[src/rtl/lock_pkg.sv]
// -----------------------------------------------------------------------------
// lock_pkg
// Shared definitions for the combination lock datapath.
//   NUM_KEYS  : number of digit switches / BCD digits
//   BCD_W     : width of one BCD digit
//   DIGIT_MAX : largest legal BCD digit value (wraps back to 0 after this)
//   bcd_t     : one BCD digit
//   key_vec_t : one bit per key (press vectors)
//   key_idx_t : index of one key
// Helper functions:
//   bcd_inc    : mod-10 increment of a BCD digit
//   lowest_set : index of the lowest set bit of a key vector (0 if none)
// -----------------------------------------------------------------------------
package lock_pkg;

  localparam int NUM_KEYS = 4;
  localparam int BCD_W    = 4;
  localparam int IDX_W    = $clog2(NUM_KEYS);

  typedef logic [BCD_W-1:0]    bcd_t;
  typedef logic [NUM_KEYS-1:0] key_vec_t;
  typedef logic [IDX_W-1:0]    key_idx_t;

  localparam bcd_t DIGIT_MAX = 4'd9;

  // Mod-10 increment: 9 wraps to 0 so a digit can never leave 0..9.
  function automatic bcd_t bcd_inc(input bcd_t value);
    bcd_t result;
    if (value == DIGIT_MAX) begin
      result = '0;
    end else begin
      result = value + bcd_t'(1);
    end
    return result;
  endfunction

  // Priority encoder favouring the lowest index. Scanning from the top down
  // lets the lowest set bit overwrite any higher one found earlier.
  function automatic key_idx_t lowest_set(input key_vec_t vec);
    key_idx_t idx;
    idx = '0;
    for (int i = NUM_KEYS - 1; i >= 0; i--) begin
      if (vec[i]) begin
        idx = key_idx_t'(i);
      end
    end
    return idx;
  endfunction

endpackage

[src/rtl/key_debounce.sv]
// -----------------------------------------------------------------------------
// key_debounce
// One raw switch in, one single-cycle press pulse out, all in the clk domain.
// The raw level goes through a two-flop synchroniser, then a debounce filter
// that only accepts a new level after it has differed from the accepted level
// for DB_CYCLES consecutive cycles, then a rising-edge detector.
// Ports:
//   clk   : system clock
//   reset : synchronous, active-high; clears synchroniser, counter and levels
//   raw   : asynchronous raw switch level
//   press : one-cycle pulse on the accepted rising edge (combinational from
//           flops only, never from raw)
// -----------------------------------------------------------------------------
module key_debounce #(
  parameter int DB_CYCLES = 1000000
) (
  input  logic clk,
  input  logic reset,
  input  logic raw,
  output logic press
);

  // Counter must be able to hold DB_CYCLES-1; sized from DB_CYCLES+1 so that
  // DB_CYCLES = 1 still yields a one-bit counter.
  localparam int CNT_W = $clog2(DB_CYCLES + 1);
  localparam logic [CNT_W-1:0] CNT_LAST = CNT_W'(DB_CYCLES - 1);

  logic             sync1_q;
  logic             sync2_q;
  logic             lvl_q;
  logic             lvl_d;
  logic             lvlPrev_q;
  logic [CNT_W-1:0] cnt_q;
  logic [CNT_W-1:0] cnt_d;

  // Debounce filter: any cycle where the synchronised level agrees with the
  // accepted level restarts the count, so a glitch shorter than DB_CYCLES
  // never gets through. The counter only climbs while the levels disagree
  // and the new level is adopted on the DB_CYCLES-th disagreeing cycle.
  always_comb begin
    lvl_d = lvl_q;
    cnt_d = '0;
    if (sync2_q != lvl_q) begin
      if (cnt_q == CNT_LAST) begin
        lvl_d = sync2_q;
        cnt_d = '0;
      end else begin
        cnt_d = cnt_q + CNT_W'(1);
      end
    end
  end

  // Synchroniser, filter state and the delayed copy of the accepted level.
  always_ff @(posedge clk) begin
    if (reset) begin
      sync1_q   <= 1'b0;
      sync2_q   <= 1'b0;
      lvl_q     <= 1'b0;
      lvlPrev_q <= 1'b0;
      cnt_q     <= '0;
    end else begin
      sync1_q   <= raw;
      sync2_q   <= sync1_q;
      lvl_q     <= lvl_d;
      lvlPrev_q <= lvl_q;
      cnt_q     <= cnt_d;
    end
  end

  // Rising edge of the accepted level only; releases are deliberately ignored.
  assign press = lvl_q & ~lvlPrev_q;

endmodule

[src/rtl/digit_entry.sv]
// -----------------------------------------------------------------------------
// digit_entry
// Input stage for the combination lock. Each of the four raw switches is
// cleaned up by its own key_debounce instance; every accepted press bumps the
// matching BCD digit (mod 10) while entry is enabled.
// Ports:
//   clk       : system clock
//   reset     : synchronous, active-high; clears everything
//   btn_raw   : asynchronous raw switch levels, bit i drives digit i
//   enable    : increments permitted
//   clear     : synchronous clear of all digits to 0 (drops same-cycle presses)
//   q0..q3    : BCD digits 0..9
//   key_stb   : one-cycle pulse whenever at least one digit incremented
//   key_idx   : lowest digit index incremented at the most recent key_stb
// -----------------------------------------------------------------------------
module digit_entry
  import lock_pkg::*;
#(
  parameter int DB_CYCLES = 1000000
) (
  input  logic                clk,
  input  logic                reset,
  input  logic [NUM_KEYS-1:0] btn_raw,
  input  logic                enable,
  input  logic                clear,
  output logic [BCD_W-1:0]    q0,
  output logic [BCD_W-1:0]    q1,
  output logic [BCD_W-1:0]    q2,
  output logic [BCD_W-1:0]    q3,
  output logic                key_stb,
  output logic [IDX_W-1:0]    key_idx
);

  key_vec_t press;

  bcd_t     digit_q [NUM_KEYS];
  bcd_t     digit_d [NUM_KEYS];
  logic     keyStb_q;
  logic     keyStb_d;
  key_idx_t keyIdx_q;
  key_idx_t keyIdx_d;

  // One independent synchroniser/debounce/edge-detect chain per switch.
  for (genvar g = 0; g < NUM_KEYS; g++) begin : g_key
    key_debounce #(
      .DB_CYCLES(DB_CYCLES)
    ) u_key_debounce (
      .clk  (clk),
      .reset(reset),
      .raw  (btn_raw[g]),
      .press(press[g])
    );
  end

  // Digit next-state: clear beats a press in the same cycle, and a press that
  // arrives while entry is disabled is simply lost rather than remembered.
  // Several digits may step in the same cycle.
  always_comb begin
    for (int i = 0; i < NUM_KEYS; i++) begin
      digit_d[i] = digit_q[i];
      if (clear) begin
        digit_d[i] = '0;
      end else if (enable && press[i]) begin
        digit_d[i] = bcd_inc(digit_q[i]);
      end
    end
  end

  // Strobe fires once for any set of simultaneous accepted presses; the index
  // only moves when the strobe does, so the controller can read it afterwards.
  always_comb begin
    keyStb_d = ~clear & enable & (|press);
    keyIdx_d = keyIdx_q;
    if (keyStb_d) begin
      keyIdx_d = lowest_set(press);
    end
  end

  // Output registers; reset wins over everything else.
  always_ff @(posedge clk) begin
    if (reset) begin
      for (int i = 0; i < NUM_KEYS; i++) begin
        digit_q[i] <= '0;
      end
      keyStb_q <= 1'b0;
      keyIdx_q <= '0;
    end else begin
      for (int i = 0; i < NUM_KEYS; i++) begin
        digit_q[i] <= digit_d[i];
      end
      keyStb_q <= keyStb_d;
      keyIdx_q <= keyIdx_d;
    end
  end

  assign q0      = digit_q[0];
  assign q1      = digit_q[1];
  assign q2      = digit_q[2];
  assign q3      = digit_q[3];
  assign key_stb = keyStb_q;
  assign key_idx = keyIdx_q;

endmodule
[config.mk]
export PLATFORM = sky130hd
export DESIGN_NAME = digit_entry
export DESIGN_NICKNAME = d
export VERILOG_FILES = /design/src/rtl/lock_pkg.sv /design/src/rtl/key_debounce.sv /design/src/rtl/digit_entry.sv
export SDC_FILE = /design/constraint.sdc
export NUM_CORES = 1
export LEC_CHECK = 0
export CAP_MARGIN = 20
export CELL_PAD_IN_SITES_DETAIL_PLACEMENT = 0
export CELL_PAD_IN_SITES_GLOBAL_PLACEMENT = 2
export CORE_ASPECT_RATIO = 1.2
export CORE_UTILIZATION = 40
export DETAILED_ROUTE_END_ITERATION = 10
export GPL_ROUTABILITY_DRIVEN = 0
export PLACE_DENSITY_LB_ADDON = 0.1
export SETUP_SLACK_MARGIN = 0.1
export SLEW_MARGIN = 30
export SYNTH_ARGS = -nofsm -noshare
export SYNTH_HDL_FRONTEND = slang
export SYNTH_SLANG_ARGS = --single-unit
[constraint.sdc]
create_clock -name clk -period 3.3 [get_ports clk]
set_clock_uncertainty 0.15 [all_clocks]
set_input_delay 0.66 -clock clk [delete_from_list [all_inputs] [get_ports clk]]
set_output_delay 0.66 -clock clk [all_outputs]
set_load 0.1 [all_outputs]
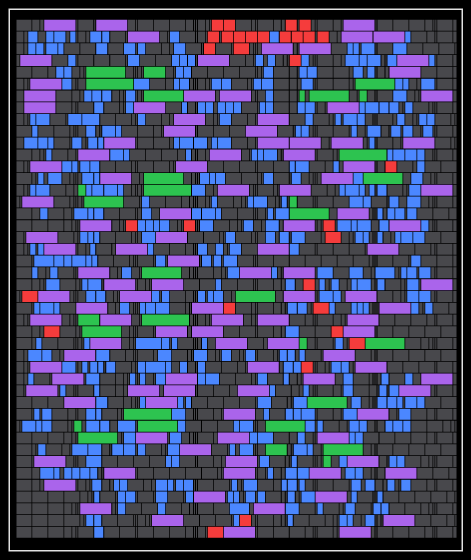
Fig. 1. Placement by cell class (run 1).
Fill, decap, tap and diode cells in grey.
Key: blue = remaining logic cells [cells 445, share of their area 45%]; red = remaining buffers and delay cells [cells 31, share of their area 4.3%]; purple = registers [cells 115, share of their area 40%]; green = clock drivers and dummy loads [cells 32, share of their area 11%]
core region area: 0.0122 mm^2
fin util: 49.5%
Rows: 44
flop share of the area: 38.2%

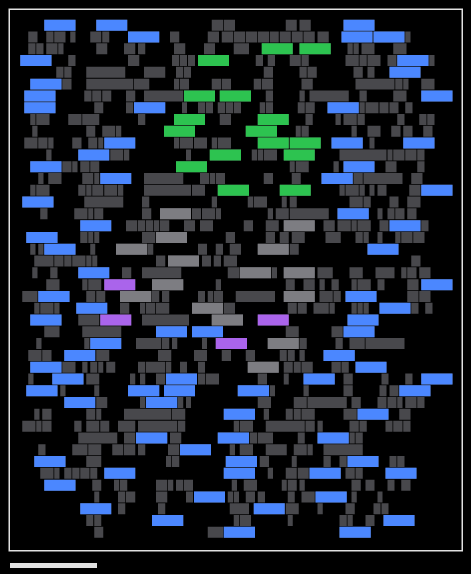
Fig. 2. Sequential cells grouped by signal name (run 1).
Bar = 20 um. Other sequential cells in the stronger grey, the rest of the logic in the fainter grey.
Key: blue = `g_key.u_key_debounce.cnt_q` [sequential cells 80, where spread over the die]; purple = `g_key.u_key_debounce.sync1_q` [sequential cells 4]; green = `digit_q` [sequential cells 16, where top centre]
Another 15 sequential cells are not coloured.
P_seq: 1400 uW
register area: 0.00230 mm^2

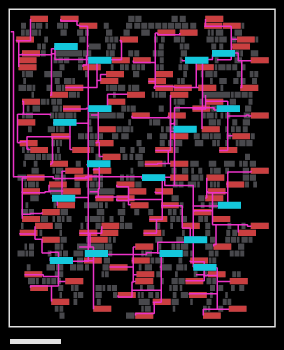
Fig. 3. Routed clock nets over the placement (run 1).
Bar = 20 um.
Key: magenta = clock wires [length 1590 um]; red = flip-flops [count 115]; cyan = clock-net drivers [count 17]
Position of the flops: spread over the die.
clk_lat worst skew: 410 ps
power in the clock group: 2020 uW
Clock Power Share: 58.4%

==> metrics.cfg, run 1 <==
[power]
power_uw = 3450
p_leak_uw = 0.00190
pwr-share-comb_pct = 1.1
switching_share_pct = 18.9
power_density_mw_per_mm2 = 573
seqPwrFrac_pct = 40.5
vdd_drop_max_mv = 0.329
p_int_uw = 2800
p_sw_uw = 652

[yosys]
ys_async_sr_fraction_pct = 0
yosys_area_mm2 = 0.00500
synth.yosys.seq_area_share_pct = 46.0
edf_count = 0
yosysUniqueCellTypes = 42
ys.flops = 115
ys_cells = 579
synth_area_mm2 = 0.00500
synthCells = 579
ff_type = dfxtp_1
synth_nets = 591
syn_area_per_cell_um2 = 8.64
ys_warn_count = 0

[detailed_routing]
viasPerCell = 5.16
vias = 4043
drc = 0
dr.pass1.iters = 4
drt_iter0_markers = 99
post_drt_wl_per_cell_um = 13.2
drt_wl_total_mm = 10.3
drtAntennaViolNets = 0

[floorplan]
chipWidth_um = 104
num_tap_cells = 161
floorplan.core_util_pct = 41.1
die_h_um = 125
dieArea_mm2 = 0.0130
ios = 27

[final_layout]
area_delta_synth_final_pct = 20.4
largest_reg_flops = 80
comb_area_mm2 = 0.00256
diodes = 0
largestRegisters = g_key.u_key_debounce.cnt_q (80), digit_q (16)
dominant_cells = logic gates
layout.nonclk_buf_share_pct = 4.15
nets = 622
clock_area_share_pct = 10.8
signal_buffers = 31
num-nonclk-inverters = 17
mostFrequentLayoutCells = dfxtp_1 (115), nor2_1 (72), a21oi_1 (41), xnor2_1 (34), nand2_1 (33)
clock_buffers = 21
layout_top_cell = dfxtp_1
top_register = g_key.u_key_debounce.cnt_q
flops = 115
fin_cells = 784
logic_gate_count = 428
fillers = 1199
layout-drive-gt1-share_pct = 10.4
comb_share_pct = 42.4

[placement]
hpwl_mm = 7.16
io_buffers = 26
place_inst = 752

[clock_network]
cts_buffers = 17
cts_sinks = 115
cts_tree = built
cts_root_buf = clkbuf_16
cts_resized = 0
postCtsSetupRepairBufs = 0
clkTransAtPathRegs_ps = 50
clk_path_buf_depth = 2

[global_routing]
grt_pass1_wl_mm = 17.8
grt_overflow_total = 0
grt_pass1_vias = 3870
grt_usage_pct = 17.0
grt_antenna_before_repair = 0
grt_max_degree = 25

[sta]
setup_tns_ps = 0
worst_pin_slew_ps = 831
slew_headroom_pct = 44.2
rsz0062_at_grt = false
slew_violations = 0
clock.fmax_mhz = 425
timing.hold.ws_ps = 283
min_period_ps = 2360
period_used_pct = 71.4
setup_viol = 0
hold_viol_final = 0

[job]
max_cap_viol_count = 0
warnings = 26

[critical_path]
r2r-end = g_key[3].u_key_debounce.cnt_q[13]
reg2reg_slack_ps = 940
crit_type = reg2reg
rr_worst_depth = 5
cp-start-kind = register
r2r-start = g_key[3].u_key_debounce.cnt_q[7]
path_max_fanout = 11
crit_path_end = g_key[3].u_key_debounce.cnt_q[13]
required_ps = 3440
cp.arrival_ps = 2500
startpoint = g_key[3].u_key_debounce.cnt_q[7]
endpoint_kind = register

[worst_hold_path]
hold_class = reg2reg
holdPathStages = 1
holdPathEnd = g_key[1].u_key_debounce.sync2_q
worstHoldStart = g_key[1].u_key_debounce.sync1_q

[run_status]
status = completed

[run 1: critical path: stages, from the launching register on]
cell and delay, ps:
dfxtp_1 370, nor4b_1 430, nand4_1 230, o21ai_1 700
buf_4 310, a21oi_1 60
[run 1: layer usage]
layer  vias up  part of all wire, %  global-route usage [%]
met5         -                    0                       0
met3        18                  2.4                    4.55
met1      1892                   45                    18.9
met4         0                  2.1                    8.07
li1       2107                    -                       -
met2        26                   50                    30.0
[run 1: logic make-up (layout without fill, tap and decap cells)]
| kind of cell | after synthesis | in the layout | share of synthesized area [%] |
|---|---|---|---|
| adders and majority gates | 4 | 4 | 1.00 |
| buffers and inverters | 36 | 80 | 2.92 |
| DFF | 115 | 115 | 46.0 |
| xor gates and xnor gates | 56 | 56 | 9.80 |
| AOI/OAI and AO/OA | 88 | 88 | 9.80 |
| and+or+nand+nor | 280 | 280 | 30.5 |
[run 1: power by group through the flow]
stage	clock network, uW	registers [uW]	logic (uW)
finish	2020	1400	38.9
global route	2120	1400	43.9
CTS	2060	1400	39.9
detailed placement	0	1430	39.7
global placement	0	1430	39.7
floorplan	0	1430	22.9
[run 1: through the flow]
stage	util (%)	setup slack, ps	instance area [um^2]
4_1_cts	49.5	980	6020
3_5_place_dp	44.2	949	5370
2_1_floorplan	-	1240	5000
3_3_place_gp	44.2	951	5370
6_report	49.5	945	6020
5_1_grt	49.5	847	6020
[run 1: cells in the mapped netlist, drive strengths merged, types with 18 or more instances]
cell type  number  area [um^2]
a21oi          41          205
dfxtp         115         2300
nand2          33          124
nand3          28          145
nand4          20          125
nor2           72          270
nor2b          26          163
o21ai          32          171
or3            23          144
or4            18          139
xnor2          34          298
xor2           22          193
## Run 2: what changed since run 1
CORE_UTILIZATION = 33   (was 40)
clock period = 1.93 ns   (was 3.3 ns; I/O delays follow)
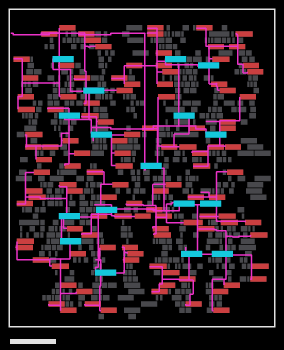
Fig. 4. Routed clock nets over the placement (run 2).
Bar = 20 um.
Key: cyan = clock-net drivers [count 17]; magenta = clock wires [length 1590 um]; red = flip-flops [count 115]
Position of the flops: spread over the die.
Clock Power Share: 54.1%
power in the clock group: 2930 uW

==> run 2 against run 1 <==
Worst setup slack worse by 1000 ps. Die size is 21% higher. Clock power up 45%. Global-route usage shrank 1.3 points. Utilization is 1.2 points lower. Count of clock-buffer cells in the layout is 4 higher. Non-clock buffer count is 76 higher. The run now ends with negative setup slack left. Area after synthesis unchanged. Largest cell class unchanged. Sequential share of layout area fell by 5.1 points. Cell count increased by 14%. Via count increased by 9.0%.
==> metrics.cfg, run 2 <==
[yosys]
ys.flops = 115
synth_nets = 591
common_cells = dfxtp_1 (115), nor2_1 (72), a21oi_1 (41), xnor2_1 (34), nand2_1 (33)
synthCells = 579
synth_area_mm2 = 0.00500
yosys-top-cells-area = dfxtp_1 (46%), xnor2_1 (5.9%), nor2_1 (5.4%), a21oi_1 (4.1%), xor2_1 (3.9%)
ff_type = dfxtp_1
edf_count = 0
syn_area_per_cell_um2 = 8.64
ys_async_sr_fraction_pct = 0
yosysUniqueCellTypes = 42
ys_warn_count = 0

[global_routing]
grt_antenna_before_repair = 0
grt_use_met2_pct = 25.9
grt.met1_usage_pct = 18.5
grt_overflow_total = 0
grt_usage_pct = 15.7
grt.busiest_layer = met2
grt_max_degree = 21
grt_pass1_wl_mm = 19.2

[critical_path]
startpoint = g_key[2].u_key_debounce.cnt_q[13]
cp.arrival_ps = 2200
r2r-start = g_key[2].u_key_debounce.cnt_q[13]
path_cells = or4b_1, or4_4, or3_1, a21oi_1
crit_buf_inv = 0
endpoint_kind = register
required_ps = 2110
critPathSlowestCell = or4_4
slowest_delay_ps = 520
crit_path_end = g_key[2].u_key_debounce.lvl_q
crit_type = reg2reg

[final_layout]
diodes = 0
largest_reg_flops = 80
fillers = 1422
area_delta_synth_final_pct = 40.8
layout_top_cell = dfxtp_1
nets = 698
final_area_mm2 = 0.00705
largestRegisters = g_key.u_key_debounce.cnt_q (80), digit_q (16)
mostFrequentLayoutCells = dfxtp_1 (90), buf_4 (77), nor2_1 (72), xnor2_1 (34), a21oi_1 (33)

[clock_network]
cts_root_buf = clkbuf_16
cts_sinks = 115
cts_buffers = 17
postCtsSetupRepairBufs = 1

[floorplan]
floorplan.core_util_pct = 34.3
dieArea_mm2 = 0.0157
die_h_um = 137
ios = 27

[run_status]
violations = negative setup slack
status = complete, but fails checks

[sta]
hold_viol_final = 0
timing.hold.ws_ps = 281
slew_headroom_pct = 73.3
rsz0062_at_grt = true
clock.fmax_mhz = 497
setup_viol = 20
layout_setup_ws_ps = -83.9

[power]
power_density_mw_per_mm2 = 769

[detailed_routing]
vias = 4405
drtAntennaViolNets = 0
drc = 0
post_drt_wl_per_cell_um = 12.7
dr.pass1.iters = 4
wl_met3_um = 421
drt_iter0_markers = 138

[worst_hold_path]
holdPathStages = 1
hold_class = reg2reg

[job]
max_cap_viol_count = 0

[placement]
place_inst = 863
io_buffers = 26
hpwl_mm = 8.22

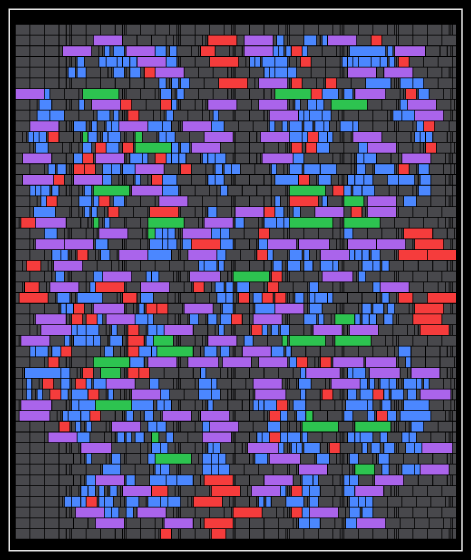
Fig. 5. Placement by cell class (run 2).
Fill, decap, tap and diode cells in grey.
Key: purple = registers [cells 115, share of their area 34%]; blue = remaining logic cells [cells 445, share of their area 41%]; green = clock drivers and dummy loads [cells 30, share of their area 8.2%]; red = remaining buffers and delay cells [cells 107, share of their area 16%]
Rows: 48
flop share of the area: 33.1%

## run 2: logic make-up (layout without fill, tap and decap cells)
kind of cell             Yosys count  count (layout)  synth area share (%)
buffers and inverters             36             154                  2.92
flip-flops                       115             115                  46.0
AND-OR/OR-AND                     88              88                  9.80
AND/OR/NAND/NOR                  280             280                  30.5
adder cells (fa/ha/maj)            4               4                  1.00
XOR/XNOR                          56              56                  9.80
## run 2: area by class of cell
class | count | area [um^2] | share of cell area (%)
flip-flops and latches | 115 | 2340 | 33.1
well taps | 200 | 250 | 3.55
repair buffers | 107 | 1090 | 15.5
clock buffers | 25 | 505 | 7.17
inverters | 17 | 63.8 | 0.905
multi-input cells | 428 | 2750 | 39.0
clock inverters | 5 | 50.0 | 0.710
## run 2: power breakdown
part           switching, uW  total, uW  internal, uW
combinational           48.3       95.7          47.3
clock                   1020       2930          1910
sequential              4.83       2390          2390
total                   1070       5420          4350
## run 2: worst min-delay path by stage
stage,end,startpoint,slack [ps]
floorplan,g_key[2].u_key_debounce.cnt_q[0],g_key[2].u_key_debounce.cnt_q[0],250
global placement,g_key[0].u_key_debounce.sync2_q,g_key[0].u_key_debounce.sync1_q,270
detailed placement,g_key[0].u_key_debounce.sync2_q,g_key[0].u_key_debounce.sync1_q,270
CTS,g_key[0].u_key_debounce.sync2_q,g_key[0].u_key_debounce.sync1_q,280
global route,g_key[3].u_key_debounce.sync2_q,g_key[3].u_key_debounce.sync1_q,310
finish,g_key[0].u_key_debounce.sync2_q,g_key[0].u_key_debounce.sync1_q,280
## run 2: through the flow
stage | utilization (%) | TNS (ps) | total power [uW]
final | 48.3 | -851 | 5420
after global routing | 48.3 | -3430 | 5610
after CTS | 47.5 | -1250 | 5490
after detailed placement | 43.2 | -2840 | 2540
after global placement | 43.2 | -1440 | 2540
after floorplan | - | -916 | 2480
## Run 3: what changed since run 2
CAP_MARGIN = 10   (was 20)
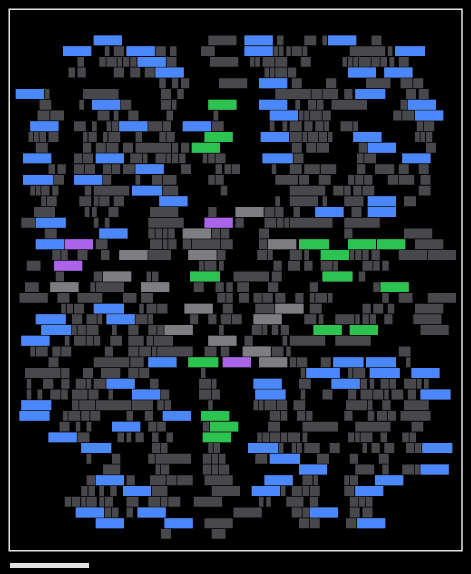
Fig. 6. Sequential cells grouped by signal name (run 3).
Bar = 20 um. Other sequential cells in the stronger grey, the rest of the logic in the fainter grey.
Key: blue = `g_key.u_key_debounce.cnt_q` [sequential cells 80, where spread over the die]; purple = `g_key.u_key_debounce.sync1_q` [sequential cells 4]; green = `digit_q` [sequential cells 16]
Another 15 sequential cells are not coloured.
P_seq: 2390 uW
register area: 0.00234 mm^2

==> run 3 against run 2 <==
The run still ends with negative setup slack left. Area after synthesis unchanged. Fmax unchanged. Total power unchanged. Via count unchanged. Count of clock-buffer cells in the layout unchanged. Routed wire length unchanged. Register-to-register slack about the same. Non-clock buffer count unchanged. Die size unchanged. First-iteration DRC count unchanged. Critical endpoint unchanged. Clock power about the same.
==> metrics.cfg, run 3 <==
[critical_path]
required_ps = 2110
rr_worst_depth = 4
cp.arrival_ps = 2200
cp-start-kind = register
critPathSlowestCell = or4_4
path_max_fanout = 3
path_cells = or4b_1, or4_4, or3_1, a21oi_1
crit_type = reg2reg
endpoint_kind = register
slowest_delay_ps = 520

[sta]
hold_viol_final = 0
rsz0062_at_grt = true
min_period_ps = 2010
setup_tns_ps = -851
layout_setup_ws_ps = -83.9
clock.fmax_mhz = 497
setup_viol = 20
slew_headroom_pct = 73.3
period_used_pct = 104
worst_pin_slew_ps = 397

[detailed_routing]
dr.pass1.iters = 4
drtAntennaViolNets = 0
dr.max_layer_used = met4
drt_iter0_markers = 138
wl_met3_um = 421
drc = 0
viasPerCell = 4.91
post_drt_wl_per_cell_um = 12.7
route.met2.wl_mm = 5.39
drt_wl_total_mm = 11.4

[global_routing]
grt_pass1_wl_mm = 19.2
grt_antenna_before_repair = 0
grt_overflow_total = 0
grt_usage_pct = 15.7
grt_util_met3_pct = 5.00
grt.busiest_layer = met2
grt_max_degree = 21
grt_use_met2_pct = 25.9
grt.met1_usage_pct = 18.5
grt_pass1_vias = 4228

[job]
max_cap_viol_count = 0
warnings = 29

[final_layout]
top_register = g_key.u_key_debounce.cnt_q
largest_reg_flops = 80
mostFrequentLayoutCells = dfxtp_1 (90), buf_4 (77), nor2_1 (72), xnor2_1 (34), a21oi_1 (33)
fillers = 1422
comb_area_mm2 = 0.00275
nets = 698
area_delta_synth_final_pct = 40.8
layout-drive-gt1-share_pct = 27.7
layout_top_cell = dfxtp_1

[floorplan]
die_h_um = 137
dieArea_mm2 = 0.0157
rows = 48
floorplan.core_util_pct = 34.3
chipWidth_um = 114

[yosys]
common_cells = dfxtp_1 (115), nor2_1 (72), a21oi_1 (41), xnor2_1 (34), nand2_1 (33)
synth_area_mm2 = 0.00500
yosys-top-cells-area = dfxtp_1 (46%), xnor2_1 (5.9%), nor2_1 (5.4%), a21oi_1 (4.1%), xor2_1 (3.9%)
aoi_share_pct = 9.80
edf_count = 0
synthCells = 579
synth.yosys.seq_area_share_pct = 46.0
top_cell_area_share_pct = 46.0
yosys_area_mm2 = 0.00500
ys_cells = 579
yosysTopAreaCell = dfxtp_1
ys_warn_count = 0
mux_share_pct = 0
ys_sh_simple_pct = 30.5
ys_sh_adder_pct = 1.00
ff_type = dfxtp_1
ys_async_sr_fraction_pct = 0
syn_area_per_cell_um2 = 8.64
ys_sh_xor_pct = 9.80
synth_nets = 591
yosysUniqueCellTypes = 42
topCombFamilyByArea = simple AND/OR/NAND/NOR gates
ys.flops = 115

[power]
clockPowerShare_pct = 54.1
p_leak_uw = 0.00234
pwr-share-comb_pct = 1.8
p_int_uw = 4350
vdd_drop_max_mv = 0.516
seqPwrFrac_pct = 44.1
switching_share_pct = 19.7
p_sw_uw = 1070
power_density_mw_per_mm2 = 769

[clock_network]
clkLatencyLatePin_ps = 410
cts_root_buf = clkbuf_16
cts_sinks = 115
clkTransAtPathRegs_ps = 50

[run_status]
status = complete, but fails checks
violations = negative setup slack

[placement]
dp_slack_ps = -101
hpwl_mm = 8.22
post_dp_cell_area_mm2 = 0.00631
io_buffers = 26

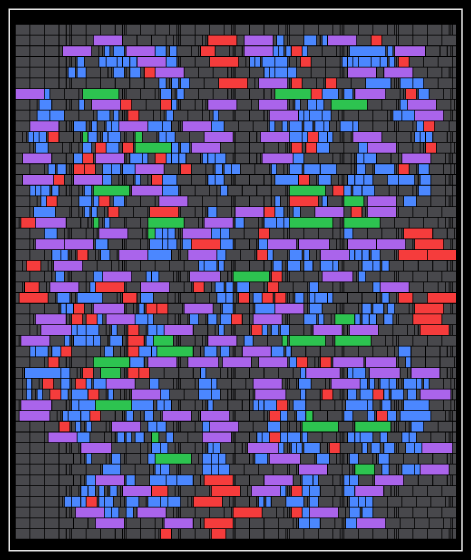
Fig. 7. Placement by cell class (run 3).
Fill, decap, tap and diode cells in grey.
Key: green = clock drivers and dummy loads [cells 30, share of their area 8.2%]; blue = remaining logic cells [cells 445, share of their area 41%]; purple = registers [cells 115, share of their area 34%]; red = remaining buffers and delay cells [cells 107, share of their area 16%]
fin util: 48.3%
fin area: 0.00705 mm^2

run 3: final cells by class:
cell class,count,share of cell area (%)
Clock buffer,25,7.17
Tap cell,200,3.55
Sequential cell,115,33.1
Timing Repair Buffer,107,15.5
Multi-Input combinational cell,428,39.0
Clock inverter,5,0.710
Inverter,17,0.905
run 3: per-stage QoR:
stage	util, %	hold slack, ps	cells	total power, uW
floorplan	-	252	579	2480
global placement	43.2	269	863	2540
detailed placement	43.2	273	863	2540
CTS	47.5	282	894	5490
global route	48.3	311	897	5610
finish	48.3	281	897	5420
run 3: cell families after synthesis:
group           Yosys count
fa+ha+maj                 4
flops                   115
compound gates           88
buf+inv                  36
xor+xnor                 56
simple gates            280
run 3: power by group through the flow:
stage	Combinational, uW	Clock, uW	Sequential (uW)
finish	95.7	2930	2390
CTS	96.1	3000	2390
detailed placement	95.3	0	2440
global placement	94.4	0	2440
floorplan	40.7	0	2440
global route	106	3120	2390
run 3: path summary, 6_finish.rpt:
kind | endpoint | slack (ps) | from
max | g_key[2].u_key_debounce.lvl_q | -80 | g_key[2].u_key_debounce.cnt_q[13]
max reg2reg | g_key[2].u_key_debounce.lvl_q | -80 | g_key[2].u_key_debounce.cnt_q[13]
min | g_key[0].u_key_debounce.sync2_q | 280 | g_key[0].u_key_debounce.sync1_q
min reg2reg | g_key[0].u_key_debounce.sync2_q | 280 | g_key[0].u_key_debounce.sync1_q
run 3: what timing repair did:
item                       4_1_cts  5_1_grt
gates resized                   14       27
pin swaps                        4        7
setup endpoints to repair       53       62
setup buffers                    1        3
run 3: critical path: cells and delay by family, from the launching register on:
| kind | cells | cell delay, ps |
|---|---|---|
| simple gates | 3 | 1350 |
| compound gates | 1 | 140 |
| flops | 1 | 300 |

==> screenshots <==
The clock network.
panel A
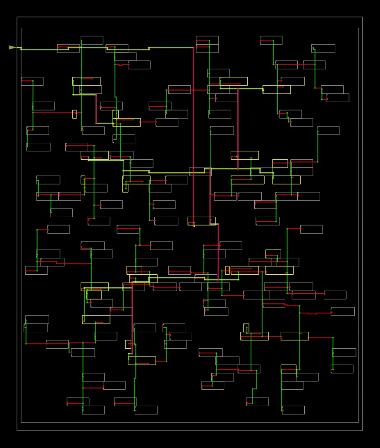
panel B
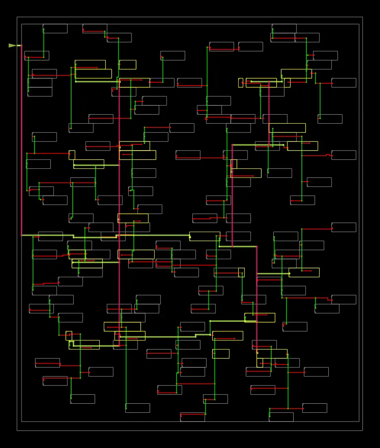
For run 2, see panel A.
For run 1, see panel B.

Power figures rest on the tool's default switching activity, not on a simulated workload.
